$ cat src/rtl/pe_sad_acc_if.sv
// Port bundle for the SAD processing element.
// The PE is the slave, and the array controller or previous stage is the master.
interface pe_sad_acc_if #(
    parameter int unsigned PIXEL_W = 8,
    parameter int unsigned NUM_CB  = 4,
    parameter int unsigned REF_SRC = 2,
    parameter int unsigned ACC_W   = PIXEL_W + 8
);
    localparam int unsigned CB_W = $clog2(NUM_CB);
    localparam int unsigned RS_W = (REF_SRC > 2) ? $clog2(REF_SRC) : 1;

    logic [PIXEL_W-1:0]         cur_in;
    logic                       cur_load;
    logic [CB_W-1:0]            cur_wsel;
    logic [PIXEL_W-1:0]         cur_out;
    logic                       cur_load_out;
    logic [CB_W-1:0]            cur_wsel_out;
    logic [REF_SRC*PIXEL_W-1:0] ref_in;
    logic [RS_W-1:0]            ref_sel;
    logic                       ref_en;
    logic [PIXEL_W-1:0]         ref_out;
    logic [CB_W-1:0]            abs_sel;
    logic                       acc_en;
    logic                       acc_start;
    logic                       acc_last;
    logic [PIXEL_W-1:0]         ad_out;
    logic [ACC_W-1:0]           sad_out;
    logic                       sad_valid;
    logic                       sad_sat;

    modport master (
        output cur_in, cur_load, cur_wsel, ref_in, ref_sel, ref_en,
               abs_sel, acc_en, acc_start, acc_last,
        input  cur_out, cur_load_out, cur_wsel_out, ref_out, ad_out,
               sad_out, sad_valid, sad_sat
    );

    modport slave (
        input  cur_in, cur_load, cur_wsel, ref_in, ref_sel, ref_en,
               abs_sel, acc_en, acc_start, acc_last,
        output cur_out, cur_load_out, cur_wsel_out, ref_out, ad_out,
               sad_out, sad_valid, sad_sat
    );
endinterface

$ cat src/rtl/pe_sad_acc.sv
// Motion-estimation PE: systolic current-pixel chain, banked current block,
// registered |cur-ref| and a saturating per-candidate SAD accumulator.
module pe_sad_acc #(
    parameter int unsigned PIXEL_W = 8,
    parameter int unsigned NUM_CB  = 4,
    parameter int unsigned REF_SRC = 2,
    parameter int unsigned ACC_W   = PIXEL_W + 8
) (
    input logic         clk,
    input logic         rst_n,
    pe_sad_acc_if.slave bus
);
    localparam int unsigned CB_W = $clog2(NUM_CB);
    localparam int unsigned RS_W = (REF_SRC > 2) ? $clog2(REF_SRC) : 1;
    localparam logic [RS_W:0] REF_LIM = (RS_W + 1)'(REF_SRC);

    logic [PIXEL_W-1:0] r_bank [NUM_CB];
    logic [PIXEL_W-1:0] r_ref;
    logic [PIXEL_W-1:0] r_cur;
    logic               r_cur_load;
    logic [CB_W-1:0]    r_cur_wsel;
    logic [PIXEL_W-1:0] r_ad;
    logic               r_v1;
    logic               r_s1;
    logic               r_l1;
    logic [ACC_W-1:0]   r_acc;
    logic               r_sat;
    logic [ACC_W-1:0]   r_sad;
    logic               r_sad_sat;
    logic               r_sad_valid;

    logic [PIXEL_W-1:0] w_ref_src [REF_SRC];
    logic               w_ref_ok;
    logic [PIXEL_W-1:0] w_cur_sel;
    logic [PIXEL_W:0]   w_diff;
    logic [PIXEL_W-1:0] w_abs;
    logic [ACC_W-1:0]   w_base;
    logic [ACC_W:0]     w_sum;
    logic               w_ovf;
    logic [ACC_W-1:0]   w_acc_next;
    logic               w_sat_next;

    for (genvar k = 0; k < REF_SRC; k++) begin : g_ref
        assign w_ref_src[k] = bus.ref_in[k*PIXEL_W +: PIXEL_W];
    end

    always_comb begin
        w_ref_ok   = {1'b0, bus.ref_sel} < REF_LIM;
        w_cur_sel  = r_bank[bus.abs_sel];
        w_diff     = {1'b0, w_cur_sel} - {1'b0, r_ref};
        w_abs      = w_diff[PIXEL_W] ? (r_ref - w_cur_sel) : w_diff[PIXEL_W-1:0];
        // A start term discards both the running sum and the sticky flag
        w_base     = r_s1 ? '0 : r_acc;
        w_sum      = {1'b0, w_base} + {{(ACC_W + 1 - PIXEL_W){1'b0}}, r_ad};
        w_ovf      = w_sum[ACC_W];
        w_acc_next = w_ovf ? '1 : w_sum[ACC_W-1:0];
        w_sat_next = w_ovf | (r_sat & ~r_s1);
    end

    always_ff @(posedge clk or negedge rst_n) begin
        if (!rst_n) begin
            for (int unsigned i = 0; i < NUM_CB; i++) begin
                r_bank[i] <= '0;
            end
            r_ref       <= '0;
            r_cur       <= '0;
            r_cur_load  <= 1'b0;
            r_cur_wsel  <= '0;
            r_ad        <= '0;
            r_v1        <= 1'b0;
            r_s1        <= 1'b0;
            r_l1        <= 1'b0;
            r_acc       <= '0;
            r_sat       <= 1'b0;
            r_sad       <= '0;
            r_sad_sat   <= 1'b0;
            r_sad_valid <= 1'b0;
        end else begin
            r_cur      <= bus.cur_in;
            r_cur_load <= bus.cur_load;
            r_cur_wsel <= bus.cur_wsel;
            if (bus.cur_load) begin
                r_bank[bus.cur_wsel] <= bus.cur_in;
            end
            if (bus.ref_en && w_ref_ok) begin
                r_ref <= w_ref_src[bus.ref_sel];
            end
            r_ad <= w_abs;
            r_v1 <= bus.acc_en;
            r_s1 <= bus.acc_en & bus.acc_start;
            r_l1 <= bus.acc_en & bus.acc_last;
            if (r_v1) begin
                r_acc <= w_acc_next;
                r_sat <= w_sat_next;
            end
            r_sad_valid <= r_v1 & r_l1;
            if (r_v1 & r_l1) begin
                r_sad     <= w_acc_next;
                r_sad_sat <= w_sat_next;
            end
        end
    end

    assign bus.cur_out      = r_cur;
    assign bus.cur_load_out = r_cur_load;
    assign bus.cur_wsel_out = r_cur_wsel;
    assign bus.ref_out      = r_ref;
    assign bus.ad_out       = r_ad;
    assign bus.sad_out      = r_sad;
    assign bus.sad_valid    = r_sad_valid;
    assign bus.sad_sat      = r_sad_sat;
endmodule

$ cat src/flat_wrapper.sv
// flat-port wrapper written by rule: the top's interface ports become plain ports
module pe_sad_acc_flat 
#(
    parameter int unsigned PIXEL_W = 8,
    parameter int unsigned NUM_CB  = 4,
    parameter int unsigned REF_SRC = 2,
    parameter int unsigned ACC_W   = PIXEL_W + 8
)
  (clk, rst_n, bus_cur_in, bus_cur_load, bus_cur_wsel, bus_ref_in, bus_ref_sel, bus_ref_en, bus_abs_sel, bus_acc_en, bus_acc_start, bus_acc_last, bus_cur_out, bus_cur_load_out, bus_cur_wsel_out, bus_ref_out, bus_ad_out, bus_sad_out, bus_sad_valid, bus_sad_sat);
  pe_sad_acc_if #(.PIXEL_W(PIXEL_W), .NUM_CB(NUM_CB), .REF_SRC(REF_SRC), .ACC_W(ACC_W)) bus_i ();
  input logic clk;
  input logic rst_n;
  input wire logic [$bits(bus_i.cur_in)-1:0] bus_cur_in;
  input wire logic [$bits(bus_i.cur_load)-1:0] bus_cur_load;
  input wire logic [$bits(bus_i.cur_wsel)-1:0] bus_cur_wsel;
  input wire logic [$bits(bus_i.ref_in)-1:0] bus_ref_in;
  input wire logic [$bits(bus_i.ref_sel)-1:0] bus_ref_sel;
  input wire logic [$bits(bus_i.ref_en)-1:0] bus_ref_en;
  input wire logic [$bits(bus_i.abs_sel)-1:0] bus_abs_sel;
  input wire logic [$bits(bus_i.acc_en)-1:0] bus_acc_en;
  input wire logic [$bits(bus_i.acc_start)-1:0] bus_acc_start;
  input wire logic [$bits(bus_i.acc_last)-1:0] bus_acc_last;
  output wire logic [$bits(bus_i.cur_out)-1:0] bus_cur_out;
  output wire logic [$bits(bus_i.cur_load_out)-1:0] bus_cur_load_out;
  output wire logic [$bits(bus_i.cur_wsel_out)-1:0] bus_cur_wsel_out;
  output wire logic [$bits(bus_i.ref_out)-1:0] bus_ref_out;
  output wire logic [$bits(bus_i.ad_out)-1:0] bus_ad_out;
  output wire logic [$bits(bus_i.sad_out)-1:0] bus_sad_out;
  output wire logic [$bits(bus_i.sad_valid)-1:0] bus_sad_valid;
  output wire logic [$bits(bus_i.sad_sat)-1:0] bus_sad_sat;
  assign bus_i.cur_in = bus_cur_in;
  assign bus_i.cur_load = bus_cur_load;
  assign bus_i.cur_wsel = bus_cur_wsel;
  assign bus_i.ref_in = bus_ref_in;
  assign bus_i.ref_sel = bus_ref_sel;
  assign bus_i.ref_en = bus_ref_en;
  assign bus_i.abs_sel = bus_abs_sel;
  assign bus_i.acc_en = bus_acc_en;
  assign bus_i.acc_start = bus_acc_start;
  assign bus_i.acc_last = bus_acc_last;
  assign bus_cur_out = bus_i.cur_out;
  assign bus_cur_load_out = bus_i.cur_load_out;
  assign bus_cur_wsel_out = bus_i.cur_wsel_out;
  assign bus_ref_out = bus_i.ref_out;
  assign bus_ad_out = bus_i.ad_out;
  assign bus_sad_out = bus_i.sad_out;
  assign bus_sad_valid = bus_i.sad_valid;
  assign bus_sad_sat = bus_i.sad_sat;
  pe_sad_acc #(.PIXEL_W(PIXEL_W), .NUM_CB(NUM_CB), .REF_SRC(REF_SRC), .ACC_W(ACC_W)) u_core (.clk(clk), .rst_n(rst_n), .bus(bus_i));
endmodule
$ cat config.mk
export PLATFORM = sky130hd
export DESIGN_NAME = pe_sad_acc_flat
export DESIGN_NICKNAME = d
export VERILOG_FILES = /design/src/rtl/pe_sad_acc_if.sv /design/src/rtl/pe_sad_acc.sv /design/src/flat_wrapper.sv
export SDC_FILE = /design/constraint.sdc
export NUM_CORES = 1
export LEC_CHECK = 0
export CORE_MARGIN = 2
export CORE_UTILIZATION = 25
export CTS_CLUSTER_SIZE = 12
export DETAILED_ROUTE_END_ITERATION = 6
export PLACE_DENSITY = 0.55
export REMOVE_ABC_BUFFERS = 1
export SLEW_MARGIN = 10
export SYNTH_ARGS = -nofsm -noshare
export SYNTH_HDL_FRONTEND = slang
export SYNTH_SLANG_ARGS = --single-unit
$ cat constraint.sdc
create_clock -name clk -period 3 [get_ports clk]
set_input_delay 0.3 -clock clk [delete_from_list [all_inputs] [get_ports clk]]
set_output_delay 0.3 -clock clk [all_outputs]
set_load 0.05 [all_outputs]
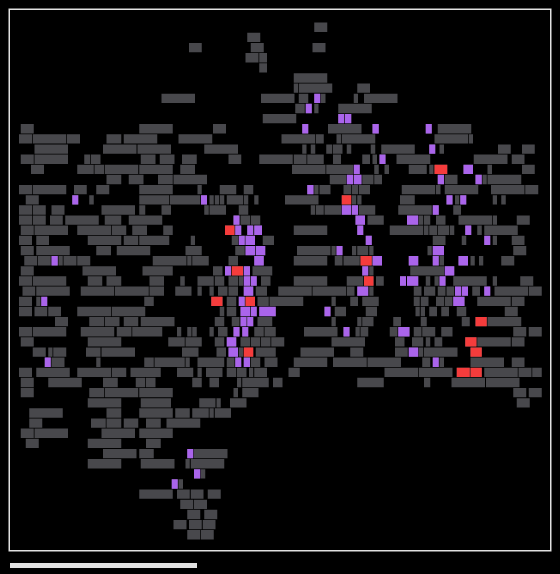
*Gate families picked out*
The bar under the picture is 50 um long.
| family | colour | cells |
|---|---|---|
| inverting AOI/OAI gates | purple | 82 |
| AND-OR and OR-AND gates | red | 14 |
Top cell excl fill/tap: dfrtp_1
Non-Filler Instances: 823

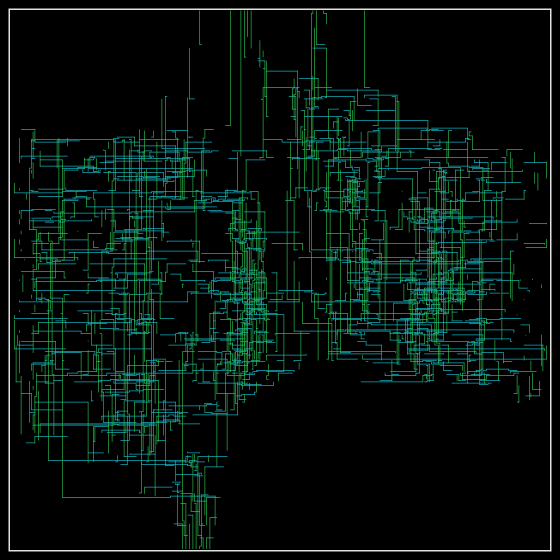
*Metal layers overlaid*
Two of the layers only.
| layer | colour | wire length |
|---|---|---|
| met2 | green | 5,730 um |
| met1 | cyan | 5,120 um |

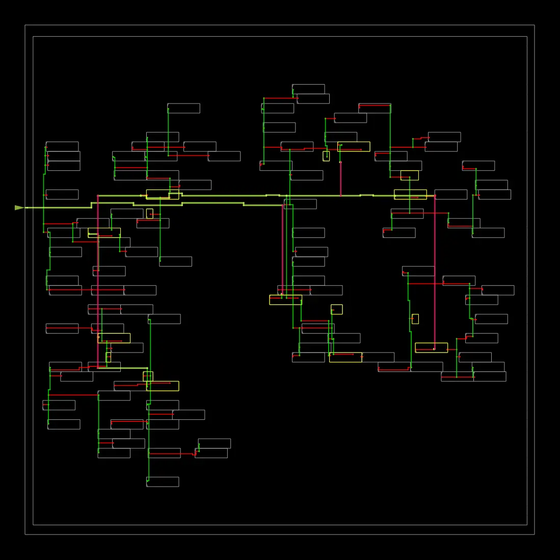
*Clock nets*
CTS Buf Count: 9
Clock Skew: 15.6 ps
sequential cells: 97
count of clock buffers in the final design: 11

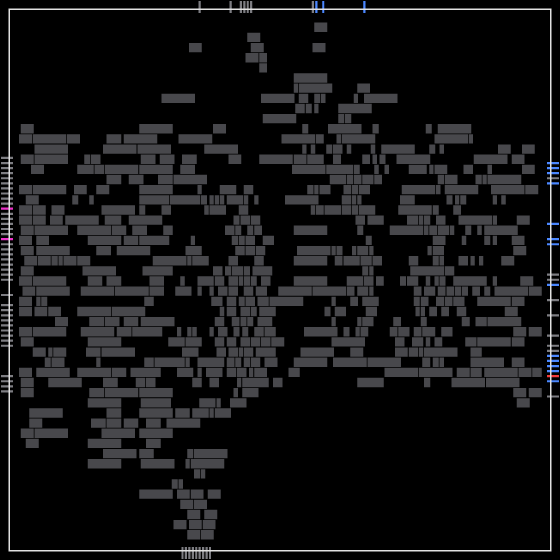
*Ports around the boundary*
Pins as bars across the die edge, other pins in grey.
| port | colour | pins | direction | edge |
|---|---|---|---|---|
| bus_sad_valid | red | 1 | output | right |
| bus_sad_out | blue | 16 | output | 13 right, 3 top |
| bus_abs_sel | magenta | 2 | input | left |
all pins by edge: 39 left, 23 right, 10 top, 9 bottom

==> results.toml <==
# generated from flow reports
[status]
status = "finished clean"

[worst_setup_path]
crit_path_end_kind = "register"
path_class = "in -> reg"
max_stage_delay_ps = 510
critPathArrivalTime_ps = 3100
worstPathCellList = "clkdlybuf4s50_1 -> buf_4 -> mux4_2 -> inv_1 -> fa_1 -> nand2b_1 -> a211o_1 -> a31o_2 -> mux2_4 -> a211oi_2 -> xnor2_1"
crit_start = "bus_abs_sel[1]"
path_buffers = 3
start_kind = "primary input"
rrSetupSlack_ps = 260
crit_slowest_cell = "clkdlybuf4s50_1"
path_depth = 11
reg2reg_depth = 10
crit_path_max_fanout = 6

[grt]
grt_start_max_net_pins = 66
met3_usage_pct = 3.22
overflow = 0
grt_pass1_vias = 3817
grt_busiest_layer = "met2"
track_usage_pct = 11.9
grt_pass1_wl_um = 19300
grt_antenna_before_repair = 0
grt_use_met2_pct = 20.5
use_met1_pct = 14.7

[route]
via_count = 3736
avgRoutedWirePerCell_um = 14.2
drt-met1-wl_um = 5120
routed_via_density = 4.54
antenna_left = 0
finalWirelength_um = 11700
wl_met2_um = 5730
top_layer = "met4"

[cts]
clk_latency_ps = 350
clk_pin_slew_ps = 70
clock_path_buffers = 2
cts_resized = 0
cts-root-buf = "clkbuf_16"
cts_tree = "built"
cts_max_level = 3
clock_sinks = 97
hold_buffers = 1

[power]
power.switching_mw = 2.37
power_frac_seq_pct = 32.2
power_leader = "combinational cells"
p_seq_mw = 1.87
powerComb_mw = 2.87
leakage_nw = 2.88
p_clk_share_pct = 18.4
p_per_area_nw_per_um2 = 884
switching_share_pct = 40.7
p_int_mw = 3.44
p_clk_mw = 1.07

[timing]
tns_ps = 0
period_used_pct = 94.3
finalCriticalPeriod_ps = 2830
fmax_mhz = 354
slew_violations = 0
grt_setup_unrepaired = "false"
holdWs_ps = 430
fin_ws_ps = 172
finalHoldViolCount = 0
finalSetupViolCount = 0
slew_headroom_pct = 47.9

[final_layout]
seq_area_share_pct = 36.9
antenna_cells = 0
area_growth_syn_to_layout_pct = 32.9
inverters = 24
final_nets = 617
n_all_buffers = 116
fill_cells = 1944
drive_gt1_share_pct = 18.1
clock_area_share_pct = 4.17
final-comb-area_um2 = 2370
postLayoutCoreUtil_pct = 33.8
nonClkBufAreaFrac_pct = 16.5
sh_comb_area_pct = 36.0
regArea_um2 = 2430
logic_gate_count = 305
dominant_cells = "registers"
final_cell_mix = "dfrtp_1 (97), clkdlybuf4s50_1 (78), nor2_1 (38), a21oi_1 (38), buf_4 (35)"

[run]
max_cap_viol_count = 0
warning_count = 35

[logic_synthesis]
synth-simple-area-share_pct = 10.8
synthesis.area_um2 = 4950
synthTopCellsByCount = "dfrtp_1 (97), a21oi_1 (38), nor2_1 (38)"
top_area_cell = "dfrtp_1"
top_area_share_pct = 49.0
synth.area.top_cells = "dfrtp_1 (49%), mux2_2 (7.7%), ha_1 (6.3%)"
ys_cells = 441
synth.most_common_cell = "dfrtp_1"
synthTopLogicFamily = "multiplexers"
ys_ff = 97
yosysChipArea_um2 = 4950
mux_area_share_pct = 14.8
xor_area_share_pct = 2.48
avgSynthCellArea_um2 = 11.2
synth.distinct_cells = 51
flop_cell = "dfrtp_1"
adder_share_pct = 7.53
synthAoiAreaFrac_pct = 12.2

[floorplan]
io_pins = 81
die_y_um = 145
fp-row-count = 51
core_um2 = 19500
taps = 265
die_x_um = 145
chipArea_um2 = 20900

[place]
port-buffer-count = 80
dp.cells = 806
hpwl_um = 9070
place_area_um2 = 6290
gp_congestion = 0.884

[min_path]
min_path_type = "in -> async"
